File: config.mk
export PLATFORM = sky130hd
export DESIGN_NAME = reg_file_rename
export DESIGN_NICKNAME = d
export VERILOG_FILES = /design/src/rtl/reg_file_rename.sv
export SDC_FILE = /design/constraint.sdc
export NUM_CORES = 2
export LEC_CHECK = 0
export ABC_CLOCK_PERIOD_IN_PS = 7000
export CORE_MARGIN = 4
export CORE_UTILIZATION = 45
export CTS_CLUSTER_SIZE = 40
export DETAILED_ROUTE_END_ITERATION = 12
export PLACE_DENSITY_LB_ADDON = 0.1
export SYNTH_ARGS = -nofsm -noshare
export SYNTH_HDL_FRONTEND = slang
export SYNTH_SLANG_ARGS = --single-unit
File: constraint.sdc
create_clock -name in_clk -period 7 [get_ports in_clk]
set_clock_uncertainty 0.2 [all_clocks]
set_input_delay 0.7 -clock in_clk [delete_from_list [all_inputs] [get_ports in_clk]]
set_output_delay 0.7 -clock in_clk [all_outputs]
set_load 0.03 [all_outputs]
File: src/rtl/reg_file_rename.sv
// Architectural register file with rename status.
// Holds 32 committed values plus, per register, a busy bit and the ROB tag
// of the youngest in-flight producer. Operand reads are combinational and
// bypass a matching commit in the same cycle. x0 is hardwired to zero.
module reg_file_rename #(
  parameter int DATA_W    = 32,
  parameter int REG_W     = 5,
  parameter int ROB_TAG_W = 4
) (
  input  logic                 in_clk,
  input  logic                 in_rst_n,
  input  logic                 in_rdy,
  input  logic                 in_flush_enable,
  input  logic [REG_W-1:0]     in_decoder_rs,
  input  logic [REG_W-1:0]     in_decoder_rt,
  output logic                 out_decoder_rs_busy,
  output logic                 out_decoder_rt_busy,
  output logic [ROB_TAG_W-1:0] out_decoder_rs_reorder,
  output logic [ROB_TAG_W-1:0] out_decoder_rt_reorder,
  output logic [DATA_W-1:0]    out_decoder_rs_value,
  output logic [DATA_W-1:0]    out_decoder_rt_value,
  input  logic                 in_decoder_rename_enable,
  input  logic [REG_W-1:0]     in_decoder_rd,
  input  logic [ROB_TAG_W-1:0] in_decoder_reorder,
  input  logic                 in_rob_commit_enable,
  input  logic [REG_W-1:0]     in_rob_commit_rd,
  input  logic [DATA_W-1:0]    in_rob_commit_value,
  input  logic [ROB_TAG_W-1:0] in_rob_commit_reorder
);

  localparam int NREG = 1 << REG_W;

  logic [DATA_W-1:0]    value_reg [NREG];
  logic                 busy_reg  [NREG];
  logic [ROB_TAG_W-1:0] tag_reg   [NREG];

  // A rename presented together with a flush belongs to the squashed path.
  logic rename_ok;
  logic commit_ok;
  assign rename_ok = in_rdy && in_decoder_rename_enable && !in_flush_enable;
  assign commit_ok = in_rdy && in_rob_commit_enable;

  genvar gi;
  generate
    for (gi = 0; gi < NREG; gi++) begin : g_reg
      // x0 never matches a hit, so its state stays at the reset value of zero.
      logic commit_hit;
      logic rename_hit;
      assign commit_hit = (gi != 0) && commit_ok && (in_rob_commit_rd == REG_W'(gi));
      assign rename_hit = (gi != 0) && rename_ok && (in_decoder_rd == REG_W'(gi));

      // Committed value: commits are in program order, so always overwrite.
      always_ff @(posedge in_clk or negedge in_rst_n) begin
        if (!in_rst_n) begin
          value_reg[gi] <= '0;
        end else if (commit_hit) begin
          value_reg[gi] <= in_rob_commit_value;
        end
      end

      // Rename status: rename beats flush/commit; a stale commit leaves it.
      always_ff @(posedge in_clk or negedge in_rst_n) begin
        if (!in_rst_n) begin
          busy_reg[gi] <= 1'b0;
          tag_reg[gi]  <= '0;
        end else if (rename_hit) begin
          busy_reg[gi] <= 1'b1;
          tag_reg[gi]  <= in_decoder_reorder;
        end else if (in_rdy && in_flush_enable) begin
          busy_reg[gi] <= 1'b0;
        end else if (commit_hit && (tag_reg[gi] == in_rob_commit_reorder)) begin
          busy_reg[gi] <= 1'b0;
        end
      end
    end
  endgenerate

  // rs read port with same-cycle commit bypass (independent of rdy/flush).
  always_comb begin
    out_decoder_rs_busy    = busy_reg[in_decoder_rs];
    out_decoder_rs_reorder = tag_reg[in_decoder_rs];
    out_decoder_rs_value   = value_reg[in_decoder_rs];
    if (in_rob_commit_enable && (in_rob_commit_rd == in_decoder_rs) &&
        (in_decoder_rs != '0) && busy_reg[in_decoder_rs] &&
        (tag_reg[in_decoder_rs] == in_rob_commit_reorder)) begin
      out_decoder_rs_busy  = 1'b0;
      out_decoder_rs_value = in_rob_commit_value;
    end
  end

  // rt read port with same-cycle commit bypass (independent of rdy/flush).
  always_comb begin
    out_decoder_rt_busy    = busy_reg[in_decoder_rt];
    out_decoder_rt_reorder = tag_reg[in_decoder_rt];
    out_decoder_rt_value   = value_reg[in_decoder_rt];
    if (in_rob_commit_enable && (in_rob_commit_rd == in_decoder_rt) &&
        (in_decoder_rt != '0) && busy_reg[in_decoder_rt] &&
        (tag_reg[in_decoder_rt] == in_rob_commit_reorder)) begin
      out_decoder_rt_busy  = 1'b0;
      out_decoder_rt_value = in_rob_commit_value;
    end
  end

endmodule
==> images/pdn.png <==
Drawn at 1 px/µm. Pins as bars on the die edge.
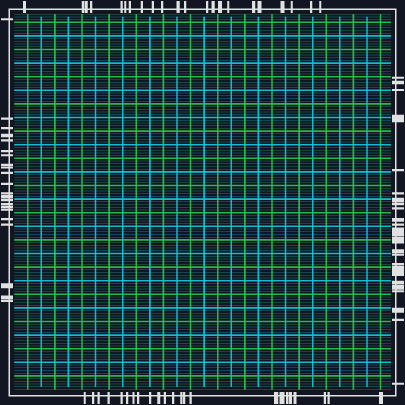
color	net
cyan	VDD
green	VSS
met1 rails	139
met5 straps	27
met4 straps	27
rows	138
signal pins	140
VDD IR-drop max: 141 µV
vertical die dimension: 385 µm
Std-Cell Core Area: 141000 µm²
horizontal die size: 385 µm

==> images/cell_classes.png <==
Drawn at 1 px/µm. Fill, decap, tap and diode cells in gray.
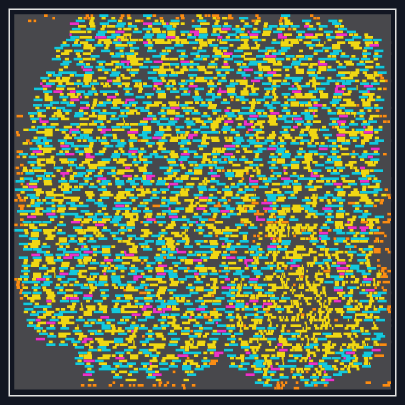
color	class	cells
yellow	all other logic	2604
magenta	clock drivers and dummy loads	239
cyan	flip-flops	1147
orange	other buffers and delay cells	237
utilization after layout: 50.6%
flop share of the area: 40.1%
post-route design area: 71500 µm²

==> images/clock_map.png <==
Drawn at 1.5 px/µm.
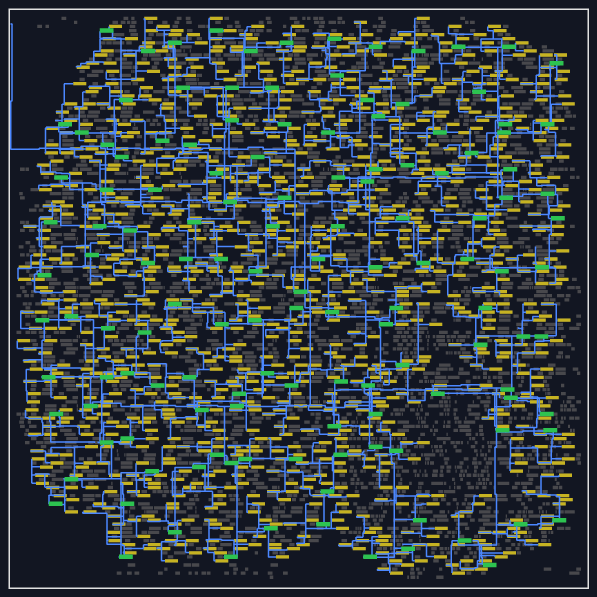
[yellow] flip-flops | count: 1147
[blue] clock wires | length: 16400 µm
[green] cells driving clock nets | count: 137
flops lie	all over the die
Clk. pwr: 7.05 mW
clock network latency to the later pin of the worst-skew pair: 0.75 ns

==> flow_summary.json <==
{
  "result_of_the_run": "complete, no violations",
  "postSynthCellCount": 4184,
  "starting_density_of_the_core_pct": 45.2,
  "enable_flop_cells": 0,
  "log.warning_count": 54,
  "root_buffer": "sky130_fd_sc_hd__clkbuf_16",
  "pre_cts_ws_ns": 0.862,
  "power.share.combinational_pct": 18.3,
  "core.rowCount": 138,
  "globalRoute.totalOverflow": 0,
  "p_int_mw": 13.6,
  "clockBufferDepth": 3,
  "worst_hold_startpoint": "value_reg[269]$_DFFE_PN0P_",
  "mostFrequentLayoutCell": "sky130_fd_sc_hd__mux2_2",
  "layout.non_clock_inverters": 7,
  "combAreaFraction_pct": 47.1,
  "worst-r2r-cell-count": 4,
  "flow.area_growth_from_synthesis_pct": 11.8,
  "grt_start_max_net_pins": 168,
  "async_reset_ff_share_pct": 100,
  "post_synth.cell_area_avg_um2": 15.3,
  "tightestPinTransition_ns": 1.26,
  "synth_chip_area_um2": 63900,
  "synth.top_cell.area_share_pct": 44.9,
  "ys_ff": 1147,
  "cts_tree": "built",
  "regToRegSetupSlack_ns": 5.35,
  "clk_share_pct": 6.15,
  "postSynthNetCount": 4250,
  "largest_register_ff_count": 992,
  "cts.sink_count": 1147,
  "worstSetupPathType": "input port to primary output",
  "worstHoldPathCells": 1,
  "design_power_total_mw": 18.5,
  "worst_slew_margin_rel_pct": 15.8,
  "synth_sequential_area_ratio_pct": 44.9,
  "clk_pin_slew_worst_paths_ns": 0.05,
  "finalSetupViolations": 0,
  "timing.critical_path.fanout_max": 28,
  "worst_setup_path_endpoint": "out_decoder_rt_value[26]",
  "drt_pre_antenna_iters": 6,
  "synth-main-ff-cell": "sky130_fd_sc_hd__dfrtp_1",
  "cp_data_required_time_ns": 6.10,
  "max_capacitance_violation_count": 0,
  "post_synth_instance_area_um2": 63900,
  "finalCriticalPeriod_ns": 6.17,
  "cts_buffers": 137,
  "postcts_setup_bufs": 0,
  "multiInputGateArea_um2": 33700,
  "antenna_violating_nets_post_route": 0,
  "r2r_start": "tag_reg[6]$_DFFE_PN0P_",
  "final_layout_size_suffix_gt1_share_pct": 54.7,
  "buffer_ports.inserted": 139,
  "cts_hold_buffers": 1,
  "clock_power_share_pct": 38.1,
  "final.setup.tns_ns": 0,
  "nNetsFinal": 4193,
  "slew_violations": 0,
  "pwr_density_cell_nw_per_um2": 259,
  "critical_path_launch_point_type": "input port",
  "critPathLaunch": "in_decoder_rt[3]",
  "yosysMostFrequentCell": "sky130_fd_sc_hd__mux2_2",
  "timing.rr.end": "busy_reg[1]$_DFFE_PN0P_",
  "fmaxAchievable_mhz": 162,
  "min_delay_worst_endpoint": "value_reg[269]$_DFFE_PN0P_",
  "p_switching_mw": 4.94,
  "grt_pass1_wl_mm": 295,
  "first_global_vias": 40700,
  "io_pins": 140,
  "drt_first_iter_violations": 2998,
  "netlist_top_cells_count": "sky130_fd_sc_hd__mux2_2 (1256), sky130_fd_sc_hd__dfrtp_1 (1147), sky130_fd_sc_hd__mux4_2 (624)",
  "n_all_buffers": 237,
  "final_cell_mix": "sky130_fd_sc_hd__mux2_2 (1256), sky130_fd_sc_hd__dfrtp_1 (1147), sky130_fd_sc_hd__mux4_2 (624)",
  "yosys.cell_types.count": 69,
  "leakagePower_nw": 31.5,
  "routabilityCongestion": 0.861,
  "layout.cells.largest_class": "combinational gates",
  "worst_hold_path_type": "flip-flop to flip-flop",
  "hold_ws_ns": 0.319,
  "detailedPlacementHpwl_mm": 110,
  "ctsHtreeMaxLevel": 4,
  "nClkBuffers": 205,
  "portion_of_total_power_attributed_to_sequential_cells_pct": 43.6,
  "yosys.area.top_type": "sky130_fd_sc_hd__dfrtp_1"
}
==> images/metal_stack.png <==
Drawn at 1 px/µm. Two of the layers only.
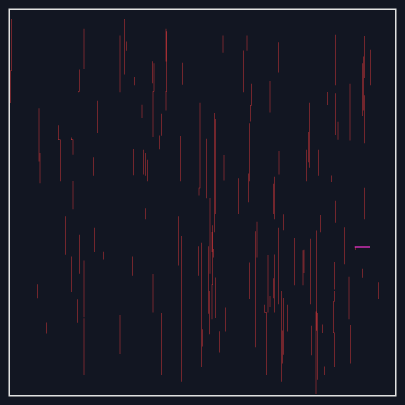
color	layer	wire length
magenta	met5	13.8 µm
red	met4	5000 µm
Detailed Route WL: 200 mm
routed len/inst: 32.7 µm
Global Route Usage Sum: 27.3%
detailed-route via count: 39500

==> images/final_placement.png <==
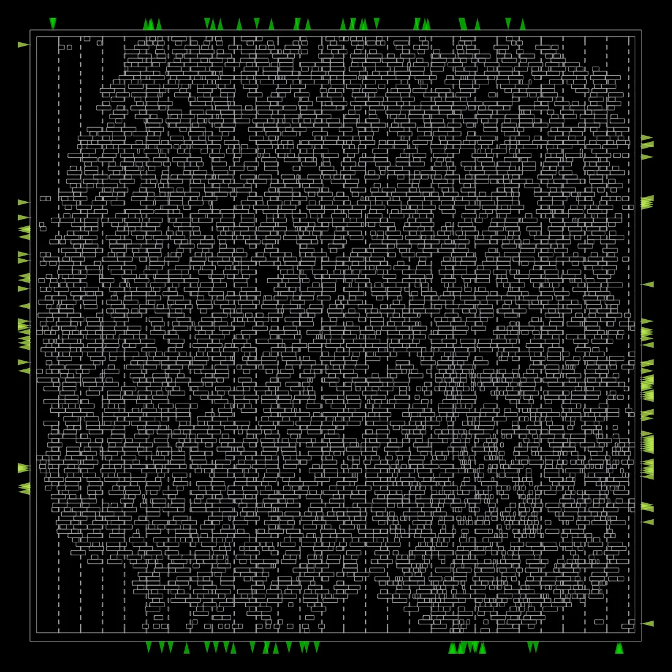
sequential cell count: 1147
layout filler cell count: 11900
tapcells inserted: 1890

[logic make-up (layout without fill, tap and decap cells)]
| group | after synthesis | after routing | share of synthesized area [%] |
|---|---|---|---|
| mux | 1964 | 1964 | 45.9 |
| flops | 1147 | 1147 | 44.9 |
| simple gates | 346 | 346 | 2.54 |
| compound gates | 151 | 151 | 1.97 |
| xor+xnor | 136 | 136 | 1.86 |
| other cells | 0 | 2 | 0 |
| buf+inv | 440 | 483 | 2.88 |
[per-stage QoR]
stage	std cells	instance area, µm²
floorplan	4184	63900
global placement	5877	67100
detailed placement	5877	67100
CTS	6117	71500
global route	6117	71500
finish	6119	71500
[power groups by stage]
| stage | sequential (mW) | clock (mW) | combinational, mW |
|---|---|---|---|
| 6_report | 8.08 | 7.05 | 3.39 |
| 5_1_grt | 8.19 | 7.50 | 3.63 |
| 4_1_cts | 8.06 | 7.23 | 3.42 |
| 3_5_place_dp | 8.17 | 0 | 3.41 |
| 3_3_place_gp | 8.13 | 0 | 3.37 |
| 2_1_floorplan | 7.96 | 0 | 2.53 |
[worst max-delay path, cell delays in order]
cell and delay (ns):
sky130_fd_sc_hd__clkdlybuf4s50_1 1.05, sky130_fd_sc_hd__nor2b_1 0.50, sky130_fd_sc_hd__a22oi_1 0.11, sky130_fd_sc_hd__and3_1 0.24, sky130_fd_sc_hd__o31a_1 0.27, sky130_fd_sc_hd__or4b_1 0.50
sky130_fd_sc_hd__or4_4 0.80, sky130_fd_sc_hd__mux2_4 0.43, sky130_fd_sc_hd__clkdlybuf4s50_1 0.60
[metal layers]
layer / GRT usage, % / vias to the layer above / part of all wire, %
met5: 0 / - / 0.0065
met4: 7.10 / 2 / 2.5
met3: 4.39 / 286 / 5.7
met2: 42.8 / 1250 / 47
met1: 40.0 / 21900 / 45
li1: - / 16000 / -
Power figures rest on the tool's default switching activity, not on a simulated workload.
